## src/rtl/voice_alloc.sv

```systemverilog
`default_nettype none
// ============================================================================
// voice_alloc : polyphonic note-to-voice allocator with oldest-voice stealing
// Rev 1.0
// ============================================================================
module voice_alloc #(
    parameter int N_VOICES = 4,
    parameter int AGE_W    = 8
) (
    input  logic                           clk,
    input  logic                           rst,
    input  logic                           cmd_valid,
    output logic                           cmd_ready,
    input  logic                           cmd_on,
    input  logic [6:0]                     cmd_note,
    input  logic [23:0]                    cmd_fcw,
    output logic [N_VOICES-1:0][23:0]      carrier_fcws,
    output logic [N_VOICES-1:0]            note_en,
    output logic                           stolen,
    output logic [$clog2(N_VOICES+1)-1:0]  active_count
);

    localparam int IDX_W = (N_VOICES > 1) ? $clog2(N_VOICES) : 1;
    localparam int CNT_W = $clog2(N_VOICES + 1);

    localparam logic [1:0] INIT  = 2'd0;
    localparam logic [1:0] IDLE  = 2'd1;
    localparam logic [1:0] APPLY = 2'd2;

    logic [1:0]                       state;
    logic                             cap_on;
    logic [6:0]                       cap_note;
    logic [23:0]                      cap_fcw;
    logic [N_VOICES-1:0][6:0]         note_q;
    logic [N_VOICES-1:0][AGE_W-1:0]   age_q;

    logic                             retrig_hit, free_hit, steal_nxt;
    logic [IDX_W-1:0]                 retrig_idx, free_idx, steal_idx, target;
    logic [AGE_W-1:0]                 best_age;
    logic [N_VOICES-1:0]              en_nxt;
    logic [N_VOICES-1:0][6:0]         note_nxt;
    logic [N_VOICES-1:0][23:0]        fcw_nxt;
    logic [N_VOICES-1:0][AGE_W-1:0]   age_nxt;
    logic [CNT_W-1:0]                 cnt_nxt;

    assign cmd_ready = (state == IDLE);

    // Candidate searches; loops run high-to-low so the lowest index wins.
    always_comb begin
        retrig_hit = 1'b0;
        retrig_idx = '0;
        free_hit   = 1'b0;
        free_idx   = '0;
        for (int i = N_VOICES - 1; i >= 0; i--) begin
            if (note_en[i] && note_q[i] == cap_note) begin
                retrig_hit = 1'b1;
                retrig_idx = IDX_W'(i);
            end
            if (!note_en[i]) begin
                free_hit = 1'b1;
                free_idx = IDX_W'(i);
            end
        end
        steal_idx = '0;
        best_age  = age_q[0];
        for (int i = 1; i < N_VOICES; i++) begin
            if (age_q[i] > best_age) begin
                best_age  = age_q[i];
                steal_idx = IDX_W'(i);
            end
        end
    end

    always_comb begin
        en_nxt    = note_en;
        note_nxt  = note_q;
        fcw_nxt   = carrier_fcws;
        age_nxt   = age_q;
        steal_nxt = 1'b0;
        target    = '0;
        if (cap_on) begin
            target    = retrig_hit ? retrig_idx : (free_hit ? free_idx : steal_idx);
            steal_nxt = !retrig_hit && !free_hit;
            for (int i = 0; i < N_VOICES; i++) begin
                if (IDX_W'(i) == target) begin
                    en_nxt[i]   = 1'b1;
                    note_nxt[i] = cap_note;
                    fcw_nxt[i]  = cap_fcw;
                    age_nxt[i]  = '0;
                end else if (note_en[i] && age_q[i] != {AGE_W{1'b1}}) begin
                    age_nxt[i] = age_q[i] + 1'b1;
                end
            end
        end else begin
            for (int i = 0; i < N_VOICES; i++) begin
                if (note_en[i] && note_q[i] == cap_note) begin
                    en_nxt[i]  = 1'b0;
                    age_nxt[i] = '0;
                end
            end
        end
        cnt_nxt = '0;
        for (int i = 0; i < N_VOICES; i++) begin
            cnt_nxt = cnt_nxt + CNT_W'(en_nxt[i]);
        end
    end

    always_ff @(posedge clk or posedge rst) begin
        if (rst) begin
            state        <= INIT;
            cap_on       <= 1'b0;
            cap_note     <= '0;
            cap_fcw      <= '0;
            note_en      <= '0;
            note_q       <= '0;
            carrier_fcws <= '0;
            age_q        <= '0;
            stolen       <= 1'b0;
            active_count <= '0;
        end else begin
            stolen <= 1'b0;
            case (state)
                INIT: state <= IDLE;
                IDLE: begin
                    if (cmd_valid) begin
                        cap_on   <= cmd_on;
                        cap_note <= cmd_note;
                        cap_fcw  <= cmd_fcw;
                        state    <= APPLY;
                    end
                end
                APPLY: begin
                    note_en      <= en_nxt;
                    note_q       <= note_nxt;
                    carrier_fcws <= fcw_nxt;
                    age_q        <= age_nxt;
                    stolen       <= steal_nxt;
                    active_count <= cnt_nxt;
                    state        <= IDLE;
                end
                default: state <= INIT;
            endcase
        end
    end

endmodule
`default_nettype wire
```

## config.mk

```make
export PLATFORM = sky130hd
export DESIGN_NAME = voice_alloc
export DESIGN_NICKNAME = d
export VERILOG_FILES = /design/src/rtl/voice_alloc.sv
export SDC_FILE = /design/constraint.sdc
export NUM_CORES = 1
export LEC_CHECK = 0
export CORE_ASPECT_RATIO = 0.6
export CORE_MARGIN = 1
export CORE_UTILIZATION = 31
export DETAILED_ROUTE_END_ITERATION = 6
export PLACE_DENSITY = 0.61
export SYNTH_ARGS = -nofsm -noshare
export SYNTH_HDL_FRONTEND = slang
export SYNTH_SLANG_ARGS = --single-unit
```

## constraint.sdc

```tcl
create_clock -name clk -period 8.5 [get_ports clk]
set_input_delay 1.7 -clock clk [delete_from_list [all_inputs] [get_ports clk]]
set_output_delay 1.7 -clock clk [all_outputs]
set_load 0.01 [all_outputs]
```

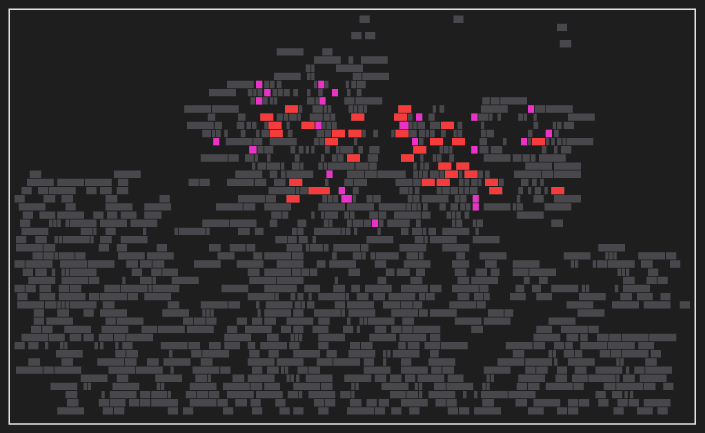
Fig. 1. Logic cells by family (run 1).
(3 px per um)
[fa/ha/maj cells] red | cells: 31
[and/or cells] magenta | cells: 23
most frequent logic cell in the layout: sky130_fd_sc_hd__dfrtp_1
fraction of area in multi-input gates: 0.3585
Post-Layout Cell Count: 1370

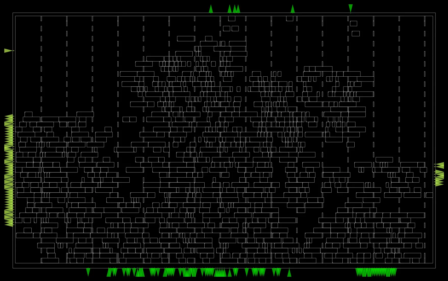
Fig. 2. Placed standard cells (run 1).
number of flip-flops and latches: 198
fraction of area in registers: 0.4166
Filler cells: 2891

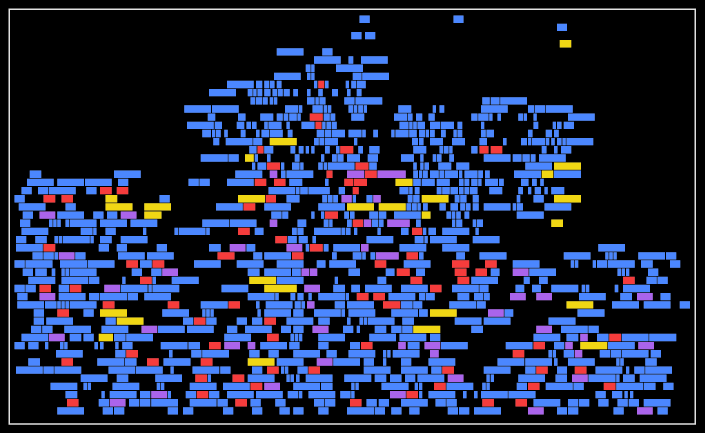
Fig. 3. Drive-strength map (run 1).
(3 px per um)
[x6 and larger] yellow | cells: 27 | share: 2.8% | most used: clkbuf_16
[x2] red | cells: 84 | share: 8.7% | most used: mux2_2
[x3 and x4] purple | cells: 49 | share: 5.1% | most used: mux2_4
[x1 and smaller] blue | cells: 802 | share: 83% | most used: dfrtp_1
Syn-to-layout area delta: 24.97%
bufs w/o clock: 147
slack of the critical path: 1.201 ns
final instance area: 11890 um2

==> flow_summary.html, run 1 <==
<p>Metrics extracted from the flow reports.</p>
<table>
<tr><th>Metric</th><th>Value</th></tr>
<tr><th colspan="2">Clocking</th></tr>
<tr><td>Register clock-pin slew on the reported worst setup and hold paths</td><td>0.08 ns</td></tr>
<tr><td>Maximum root-to-sink buffer count</td><td>2</td></tr>
<tr><td>H-tree level count</td><td>4</td></tr>
<tr><td>TritonCTS Sinks</td><td>198</td></tr>
<tr><td>Total CTS buffers</td><td>17</td></tr>
<tr><th colspan="2">Worst setup path</th></tr>
<tr><td>Worst-path fanout max</td><td>16</td></tr>
<tr><td>Startpoint-to-endpoint class of the critical path</td><td>flop to flop</td></tr>
<tr><td>Largest incremental delay on the critical path</td><td>0.76 ns</td></tr>
<tr><td>Slack of the worst reg-to-reg path</td><td>1.20 ns</td></tr>
<tr><td>Element type at the critical path end</td><td>flop</td></tr>
<tr><th colspan="2">GRT</th></tr>
<tr><td>Vias in the first global route</td><td>6705</td></tr>
<tr><td>Met1 Track Usage GR</td><td>0.2284</td></tr>
<tr><td>Global-route wire length before repair</td><td>38420 um</td></tr>
<tr><td>GR met3 Demand/Resource</td><td>0.05422</td></tr>
<tr><td>Met2 track utilization from global routing</td><td>0.2210</td></tr>
<tr><th colspan="2">Floorplanning</th></tr>
<tr><td>Overall die width</td><td>228.2 um</td></tr>
<tr><td>Overall chip area</td><td>31430 um2</td></tr>
<tr><td>Die boundary height</td><td>137.7 um</td></tr>
<tr><td>Io pins</td><td>140</td></tr>
<tr><th colspan="2">Synth</th></tr>
<tr><td>Cell total in the yosys stat output</td><td>818</td></tr>
<tr><td>Post-Syn Area</td><td>9517 um2</td></tr>
<tr><td>Fraction of the mapped netlist area in simple logic gates</td><td>0.1206</td></tr>
<tr><td>Yosys aoi share</td><td>0.08506</td></tr>
<tr><td>Proportion of synthesized area in mux cells</td><td>0.1717</td></tr>
<tr><td>Number of cells produced by synthesis</td><td>818</td></tr>
<tr><td>Nets in the synthesized netlist</td><td>884</td></tr>
<tr><td>Area contributors post-synth</td><td>sky130_fd_sc_hd__dfrtp_1 (52%), sky130_fd_sc_hd__mux2_2 (7.3%), sky130_fd_sc_hd__nand2_1 (5.3%), sky130_fd_sc_hd__mux2_4 (4.7%), sky130_fd_sc_hd__mux2_1 (4.3%)</td></tr>
<tr><td>Part of the Yosys area used for sequential elements</td><td>0.5206</td></tr>
<tr><td>Yosys reg bits</td><td>198</td></tr>
<tr><th colspan="2">Timing</th></tr>
<tr><td>Worst-case headroom to the max-slew limit</td><td>0.3718</td></tr>
<tr><td>Setup-failing EPs final</td><td>0</td></tr>
<tr><td>Clock period minus final worst setup slack</td><td>7.300 ns</td></tr>
<tr><th colspan="2">Final layout</th></tr>
<tr><td>Layout net count</td><td>1015</td></tr>
<tr><td>Fraction of layout cells with a size suffix above 1</td><td>0.1663</td></tr>
<tr><td>Number of inserted diodes</td><td>0</td></tr>
<tr><th colspan="2">Placement</th></tr>
<tr><td>Count of buffers inserted at the top-level ports</td><td>139</td></tr>
<tr><td>Half-perimeter wire length of the detailed placement result</td><td>16040 um</td></tr>
<tr><th colspan="2">Routing</th></tr>
<tr><td>Routed vias/inst</td><td>4.847</td></tr>
<tr><th colspan="2">Power and ir drop</th></tr>
<tr><td>Worst-case vdd ir drop</td><td>0.0001696 V</td></tr>
<tr><td>Leakage power</td><td>5.431 nW</td></tr>
<tr><th colspan="2">Status</th></tr>
<tr><td>Status</td><td>completed</td></tr>
</table>
## run 1: worst max-delay path, delay by kind of cell (launching register included)
family / cells / cell delay, ns
adder cells (fa/ha/maj): 6 / 1.88
AND-OR/OR-AND: 11 / 3.12
multiplexers: 1 / 0.26
buffers and inverters: 1 / 0.07
flip-flops: 1 / 0.40
AND/OR/NAND/NOR: 6 / 1.44
## run 1: metal layers
| layer | up-vias | wire [um] |
|---|---|---|
| li1 | 3138 | - |
| met1 | 3325 | 12080 |
| met2 | 161 | 9454 |
| met3 | 17 | 1681 |
| met4 | 0 | 249 |
| met5 | - | 0 |
## run 1: cells by family after synthesis
| logic type | Yosys count |
|---|---|
| DFF | 198 |
| adders and majority gates | 31 |
| xor gates and xnor gates | 28 |
| and+or+nand+nor | 242 |
| buffers and inverters | 63 |
| AOI/OAI and AO/OA | 120 |
| muxes | 136 |
## run 1: worst paths after layout
check / startpoint / endpoint / cells after the start
min in group asynchronous: rst / age_q[23]$_DFFE_PP0P_ / 2
worst min register to register: carrier_fcws[53]$_DFFE_PP0P_ / carrier_fcws[53]$_DFFE_PP0P_ / 1
worst max register to register: age_q[1]$_DFFE_PP0P_ / active_count[1]$_DFFE_PP0P_ / 25
worst max-delay path: age_q[1]$_DFFE_PP0P_ / active_count[1]$_DFFE_PP0P_ / 25
worst min-delay path: carrier_fcws[53]$_DFFE_PP0P_ / carrier_fcws[53]$_DFFE_PP0P_ / 1
max in group asynchronous: rst / note_q[10]$_DFFE_PP0P_ / 3
## run 1: state kept, by name, summed over array words and instances, names as in the netlist, 2 cells and up
| register | count |
|---|---|
| carrier_fcws | 96 |
| age_q | 32 |
| note_q | 28 |
| cap_fcw | 24 |
| cap_note | 7 |
| note_en | 4 |
| active_count | 3 |
| state | 2 |
## run 1: final cells by class
type / instances / area (um2) / share of cell area
Clock buffer: 18 / 439.2 / 0.03693
Clock inverter: 14 / 160.2 / 0.01347
Inverter: 28 / 112.6 / 0.009469
Multi-Input combinational cell: 557 / 4264 / 0.3585
Sequential cell: 198 / 4955 / 0.4166
Tap cell: 408 / 510.5 / 0.04292
Timing Repair Buffer: 147 / 1451 / 0.1220
## run 1: through the flow
step           hold WS [ns]    util  setup slack [ns]  power (W)  std cells
6_report             0.4896  0.3959             1.201   0.003115       1370
5_1_grt              0.5124  0.3959            0.5531   0.003311       1370
4_1_cts              0.4973  0.3959             1.275   0.003151       1370
3_5_place_dp         0.4808  0.3759             1.302   0.002314       1338
3_3_place_gp         0.4663  0.3759             1.498   0.002297       1338
2_1_floorplan        0.4426       -             1.403   0.001906        818
## run 1: report_power, final
group / internal, W / leakage, nW / switching, W
Combinational: 0.000525 / 2.52 / 0.000458
Clock: 0.000425 / 0.277 / 0.000394
Sequential: 0.00114 / 2.63 / 0.000172
Fig. 4: run 1, pin placement
(3 px per um) Pins as bars across the die edge, other pins in grey.
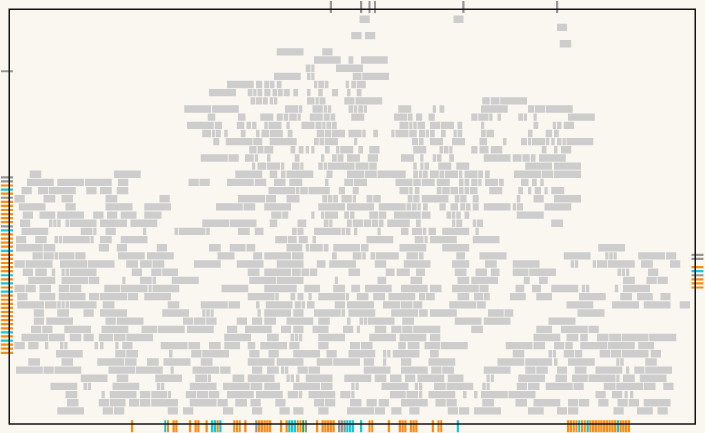

--- run 2 (diff from run 1) ---
PLACE_DENSITY = unset   (was 0.61)
clock period = 8.8 ns   (was 8.5 ns; I/O delays follow)
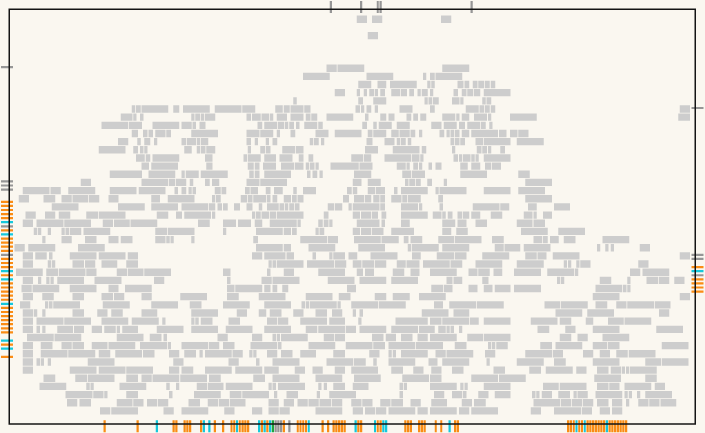
Fig. 5. Pin placement (run 2).
(3 px per um) Pins as bars across the die edge, other pins in grey.
[cmd_fcw] cyan | pins: 24 | direction: input | edge: 16 south, 7 west, 1 east
[carrier_fcws] orange | pins: 96 | direction: output | edge: 63 south, 28 west, 5 east
[cmd_valid] green | pins: 1 | direction: input | edge: south
all pins by edge: 84 south, 41 west, 10 east, 5 north
count of buffers inserted at the top-level ports: 139
overall die width: 228.2 um
die boundary height: 137.7 um

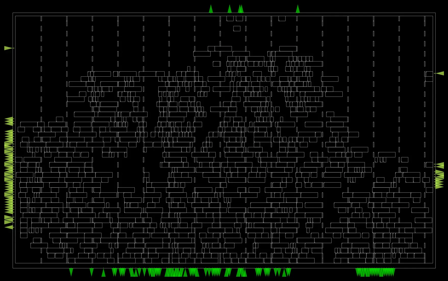
Fig. 6. Placed standard cells (run 2).
total number of placement rows: 49
number of tap cells added at floorplan: 408
Filler cells: 2907
fraction of area in registers: 0.4164
Post-Layout Cell Count: 1369

==> flow_summary.html, run 2 <==
<p>Metrics extracted from the flow reports.</p>
<table>
<tr><th>Metric</th><th>Value</th></tr>
<tr><th colspan="2">Worst setup path</th></tr>
<tr><td>Largest incremental delay on the critical path</td><td>0.84 ns (+0.08 ns)</td></tr>
<tr><td>Number of buffer and inverter instances along the worst setup path</td><td>1 (unchanged)</td></tr>
<tr><td>Number of cell instances on the worst register-to-register path</td><td>28 (+12%)</td></tr>
<tr><td>Worst-path fanout max</td><td>16 (unchanged)</td></tr>
<tr><td>Element type at the critical path end</td><td>flop</td></tr>
<tr><th colspan="2">Final layout</th></tr>
<tr><td>Top flop regs</td><td>carrier_fcws: 96 flops, age_q: 32 flops, note_q: 28 flops</td></tr>
<tr><td>Top reg by flops</td><td>carrier_fcws</td></tr>
<tr><td>Most frequent logic cell in the layout</td><td>sky130_fd_sc_hd__dfrtp_1</td></tr>
<tr><td>Syn-to-layout area delta</td><td>25.02% (about the same)</td></tr>
<tr><td>Layout net count</td><td>1013 (-0.20%)</td></tr>
<tr><th colspan="2">Status</th></tr>
<tr><td>Status</td><td>completed</td></tr>
<tr><th colspan="2">Clocking</th></tr>
<tr><td>H-tree level count</td><td>4 (unchanged)</td></tr>
<tr><td>Maximum root-to-sink buffer count</td><td>2 (unchanged)</td></tr>
<tr><td>Total CTS buffers</td><td>17 (unchanged)</td></tr>
<tr><th colspan="2">Synth</th></tr>
<tr><td>Post-Syn Area</td><td>9517 um2 (unchanged)</td></tr>
<tr><td>Area contributors post-synth</td><td>sky130_fd_sc_hd__dfrtp_1 (52%), sky130_fd_sc_hd__mux2_2 (7.3%), sky130_fd_sc_hd__nand2_1 (5.3%), sky130_fd_sc_hd__mux2_4 (4.7%), sky130_fd_sc_hd__mux2_1 (4.3%)</td></tr>
<tr><td>Cell total in the yosys stat output</td><td>818 (unchanged)</td></tr>
<tr><td>Number of cells produced by synthesis</td><td>818 (unchanged)</td></tr>
<tr><th colspan="2">Placement</th></tr>
<tr><td>Setup slack after placement</td><td>1.468 ns (+0.1662 ns)</td></tr>
<tr><td>Number of cells in the design after placement</td><td>1336 (-0.15%)</td></tr>
<tr><th colspan="2">GRT</th></tr>
<tr><td>Global-route wire length before repair</td><td>38270 um (-0.38%)</td></tr>
<tr><td>GR met3 Demand/Resource</td><td>0.05215 (-0.002070)</td></tr>
<tr><td>Vias in the first global route</td><td>6559 (-2.2%)</td></tr>
<tr><th colspan="2">Timing</th></tr>
<tr><td>Clock period minus final worst setup slack</td><td>7.542 ns (+0.2423 ns)</td></tr>
<tr><td>Worst-case headroom to the max-slew limit</td><td>0.2929 (-0.07893)</td></tr>
<tr><th colspan="2">Power and ir drop</th></tr>
<tr><td>Worst-case vdd ir drop</td><td>0.0001495 V (-12%)</td></tr>
<tr><td>Leakage power</td><td>5.442 nW (+0.20%)</td></tr>
<tr><th colspan="2">Min path</th></tr>
<tr><td>Cell depth of the worst hold path</td><td>1 (unchanged)</td></tr>
<tr><th colspan="2">Floorplanning</th></tr>
<tr><td>Io pins</td><td>140 (unchanged)</td></tr>
</table>
-- run 2: cell counts after synthesis --
No cell type changed its count.
-- run 2: cell families after synthesis --
family | count (synthesis)
flip-flops | 198
buffers and inverters | 63
AND-OR/OR-AND | 120
multiplexers | 136
adder cells (fa/ha/maj) | 31
AND/OR/NAND/NOR | 242
XOR/XNOR | 28
-- run 2: path summary, 6_finish.rpt --
kind                                 startpoint                      endpoint  slack, ns
max                        age_q[1]$_DFFE_PP0P_   active_count[1]$_DFFE_PP0P_       1.26
min in group asynchronous                   rst         age_q[14]$_DFFE_PP0P_       1.89
min reg2reg                state[1]$_DFFE_PP0P_          state[0]$_DFFE_PP0P_       0.48
max in group asynchronous                   rst  carrier_fcws[95]$_DFFE_PP0P_       5.38
min                        state[1]$_DFFE_PP0P_          state[0]$_DFFE_PP0P_       0.48
max reg2reg                age_q[1]$_DFFE_PP0P_   active_count[1]$_DFFE_PP0P_       1.26
-- run 2: area by class of cell --
cell class | count | area (um2)
antenna | 1 | 2.502
clock buffer | 20 | 456.7
clock inverter | 12 | 160.2
fill | 2907 | 18140
inverter | 28 | 112.6
multi-input combinational | 557 | 4264
sequential | 198 | 4955
tap | 408 | 510.5
timing repair buffer | 145 | 1436
-- run 2: per-layer routing --
layer | vias to the layer above | share of wire
li1 | 3123 | -
met1 | 3280 | 0.52
met2 | 159 | 0.40
met3 | 13 | 0.068
met4 | 0 | 0.0081
met5 | - | 0
-- run 2: where the power goes --
group	switching (W)	internal (W)	leakage (nW)
logic	0.000435	0.000507	2.51
clock network	0.000381	0.000446	0.296
registers	0.000173	0.00110	2.63
total	0.000989	0.00205	5.44
-- run 2: stage by stage --
stage / total power, W / area (um2)
6_report: 0.003044 / 11900
5_1_grt: 0.003226 / 11900
4_1_cts: 0.003075 / 11900
3_5_place_dp: 0.002235 / 11280
3_3_place_gp: 0.002220 / 11280
2_1_floorplan: 0.001841 / 9517
--- run 3 (diff from run 2) ---
SLEW_MARGIN = 15   (was unset)
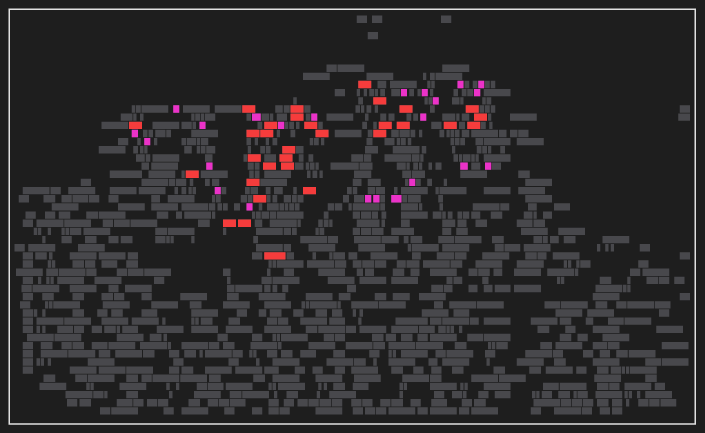
Fig. 7. Logic cells by family (run 3).
(3 px per um)
[fa/ha/maj cells] red | cells: 31
[and/or cells] magenta | cells: 23
fraction of area in multi-input gates: 0.3584

==> flow_summary.html, run 3 <==
<p>Metrics extracted from the flow reports.</p>
<table>
<tr><th>Metric</th><th>Value</th></tr>
<tr><th colspan="2">Status</th></tr>
<tr><td>Status</td><td>completed</td></tr>
<tr><th colspan="2">Worst setup path</th></tr>
<tr><td>Worst flop-to-flop path startpoint</td><td>age_q[1]$_DFFE_PP0P_</td></tr>
<tr><td>Capture point of the worst reg-to-reg path</td><td>active_count[1]$_DFFE_PP0P_</td></tr>
<tr><td>Element type at the critical path end</td><td>flop</td></tr>
<tr><td>Number of cell instances on the worst register-to-register path</td><td>28 (unchanged)</td></tr>
<tr><td>Worst Setup EP</td><td>active_count[1]$_DFFE_PP0P_</td></tr>
<tr><td>Slack of the worst reg-to-reg path</td><td>1.26 ns (about the same)</td></tr>
<tr><td>Worst-path fanout max</td><td>16 (unchanged)</td></tr>
<tr><td>Start point of the critical path</td><td>age_q[1]$_DFFE_PP0P_</td></tr>
<tr><th colspan="2">Final layout</th></tr>
<tr><td>Most frequent logic cell in the layout</td><td>sky130_fd_sc_hd__dfrtp_1</td></tr>
<tr><td>Top flop regs</td><td>carrier_fcws: 96 flops, age_q: 32 flops, note_q: 28 flops</td></tr>
<tr><td>Area occupied by multi-input gates</td><td>4264 um2 (unchanged)</td></tr>
<tr><td>Area occupied by registers</td><td>4955 um2 (unchanged)</td></tr>
<tr><td>Top reg by flops</td><td>carrier_fcws</td></tr>
<tr><th colspan="2">Power and ir drop</th></tr>
<tr><td>Worst-case vdd ir drop</td><td>0.0001495 V (unchanged)</td></tr>
<tr><td>Leakage power</td><td>5.442 nW (unchanged)</td></tr>
<tr><th colspan="2">Synth</th></tr>
<tr><td>Cell total in the yosys stat output</td><td>818 (unchanged)</td></tr>
<tr><td>Number of cells produced by synthesis</td><td>818 (unchanged)</td></tr>
<tr><td>Post-Syn Area</td><td>9517 um2 (unchanged)</td></tr>
<tr><td>Area contributors post-synth</td><td>sky130_fd_sc_hd__dfrtp_1 (52%), sky130_fd_sc_hd__mux2_2 (7.3%), sky130_fd_sc_hd__nand2_1 (5.3%), sky130_fd_sc_hd__mux2_4 (4.7%), sky130_fd_sc_hd__mux2_1 (4.3%)</td></tr>
<tr><th colspan="2">Timing</th></tr>
<tr><td>Worst-case headroom to the max-slew limit</td><td>0.2929 (unchanged)</td></tr>
<tr><td>Clock period minus final worst setup slack</td><td>7.542 ns (unchanged)</td></tr>
<tr><th colspan="2">Floorplanning</th></tr>
<tr><td>Io pins</td><td>140 (unchanged)</td></tr>
<tr><td>Die boundary height</td><td>137.7 um (unchanged)</td></tr>
<tr><th colspan="2">Clocking</th></tr>
<tr><td>H-tree level count</td><td>4 (unchanged)</td></tr>
<tr><td>Total CTS buffers</td><td>17 (unchanged)</td></tr>
<tr><td>Maximum root-to-sink buffer count</td><td>2 (unchanged)</td></tr>
</table>
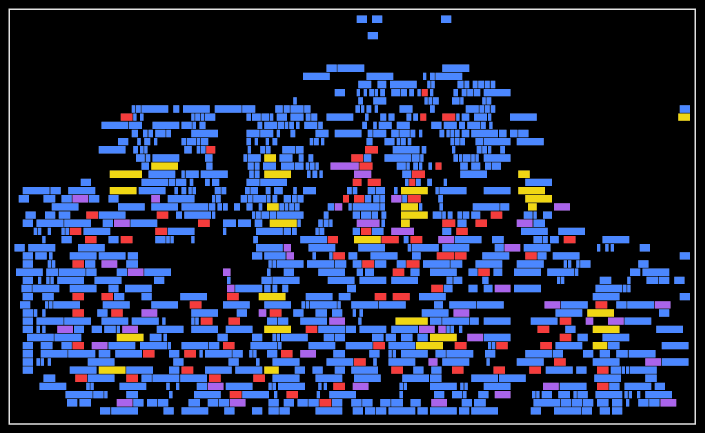
Fig. 8. Drive-strength map (run 3).
(3 px per um)
Syn-to-layout area delta: 25.02%
bufs w/o clock: 145
slack of the critical path: 1.258 ns
final instance area: 11900 um2

-- run 3: cell counts in the layout (fill, tap and decap cells not counted) --
No cell type changed its count.
-- run 3: layout make-up --
cell class / instances / share of cell area
flip-flops and latches: 198 / 0.4164
well taps: 408 / 0.04291
diodes: 1 / 0.0002103
clock buffers: 20 / 0.03838
inverters: 28 / 0.009465
multi-input cells: 557 / 0.3584
repair buffers: 145 / 0.1207
clock inverters: 12 / 0.01346
-- run 3: power by group --
part	switching, W	internal (W)
Sequential	0.000173	0.00110
Combinational	0.000435	0.000507
Clock	0.000381	0.000446
Total	0.000989	0.00205
-- run 3: logic make-up (layout without fill, tap and decap cells) --
group                      Yosys count  after routing  synth area share
and+or+nand+nor                    242            242            0.1206
DFF                                198            198            0.5206
buffers and inverters               63            205           0.03234
adders and majority gates           31             31           0.04155
xor gates and xnor gates            28             28           0.02814
other                                0              1                 0
AOI/OAI and AO/OA                  120            120           0.08507
muxes                              136            136            0.1717
-- run 3: per-stage QoR --
step	instance area (um2)	setup slack (ns)	total power (W)	instances	utilization
after floorplan	9517	1.643	0.001841	818	-
after global placement	11280	1.628	0.002220	1336	0.3754
after detailed placement	11280	1.468	0.002235	1336	0.3754
after CTS	11900	1.414	0.003075	1368	0.3960
after global routing	11900	0.7742	0.003226	1368	0.3960
final	11900	1.258	0.003044	1369	0.3960
-- run 3: how the worst min path moves through the flow --
stage	slack (ns)	startpoint	end
after CTS	0.48	state[1]$_DFFE_PP0P_	state[0]$_DFFE_PP0P_
after global placement	0.46	state[1]$_DFFE_PP0P_	state[0]$_DFFE_PP0P_
after global routing	0.50	state[1]$_DFFE_PP0P_	state[0]$_DFFE_PP0P_
after detailed placement	0.47	state[1]$_DFFE_PP0P_	state[0]$_DFFE_PP0P_
final	0.48	state[1]$_DFFE_PP0P_	state[0]$_DFFE_PP0P_
after floorplan	0.44	state[0]$_DFFE_PP0P_	state[0]$_DFFE_PP0P_
-- run 3: critical path: cells and delay by family, from the launching register on --
kind | cells | cell delay [ns]
buf+inv | 1 | 0.08
simple gates | 6 | 1.31
mux | 1 | 0.26
compound gates | 14 | 3.47
flops | 1 | 0.41
fa+ha+maj | 6 | 1.90
-- run 3: per-layer routing --
layer  global-route usage  vias to the layer above  wire length [um]
li1                     -                     3123                 -
met1               0.2404                     3280             12400
met2               0.2178                      159              9516
met3              0.05215                       13              1611
met4              0.03654                        0               191
met5                    0                        -                 0
No activity file was given, so power comes from the tool's default toggle rates.
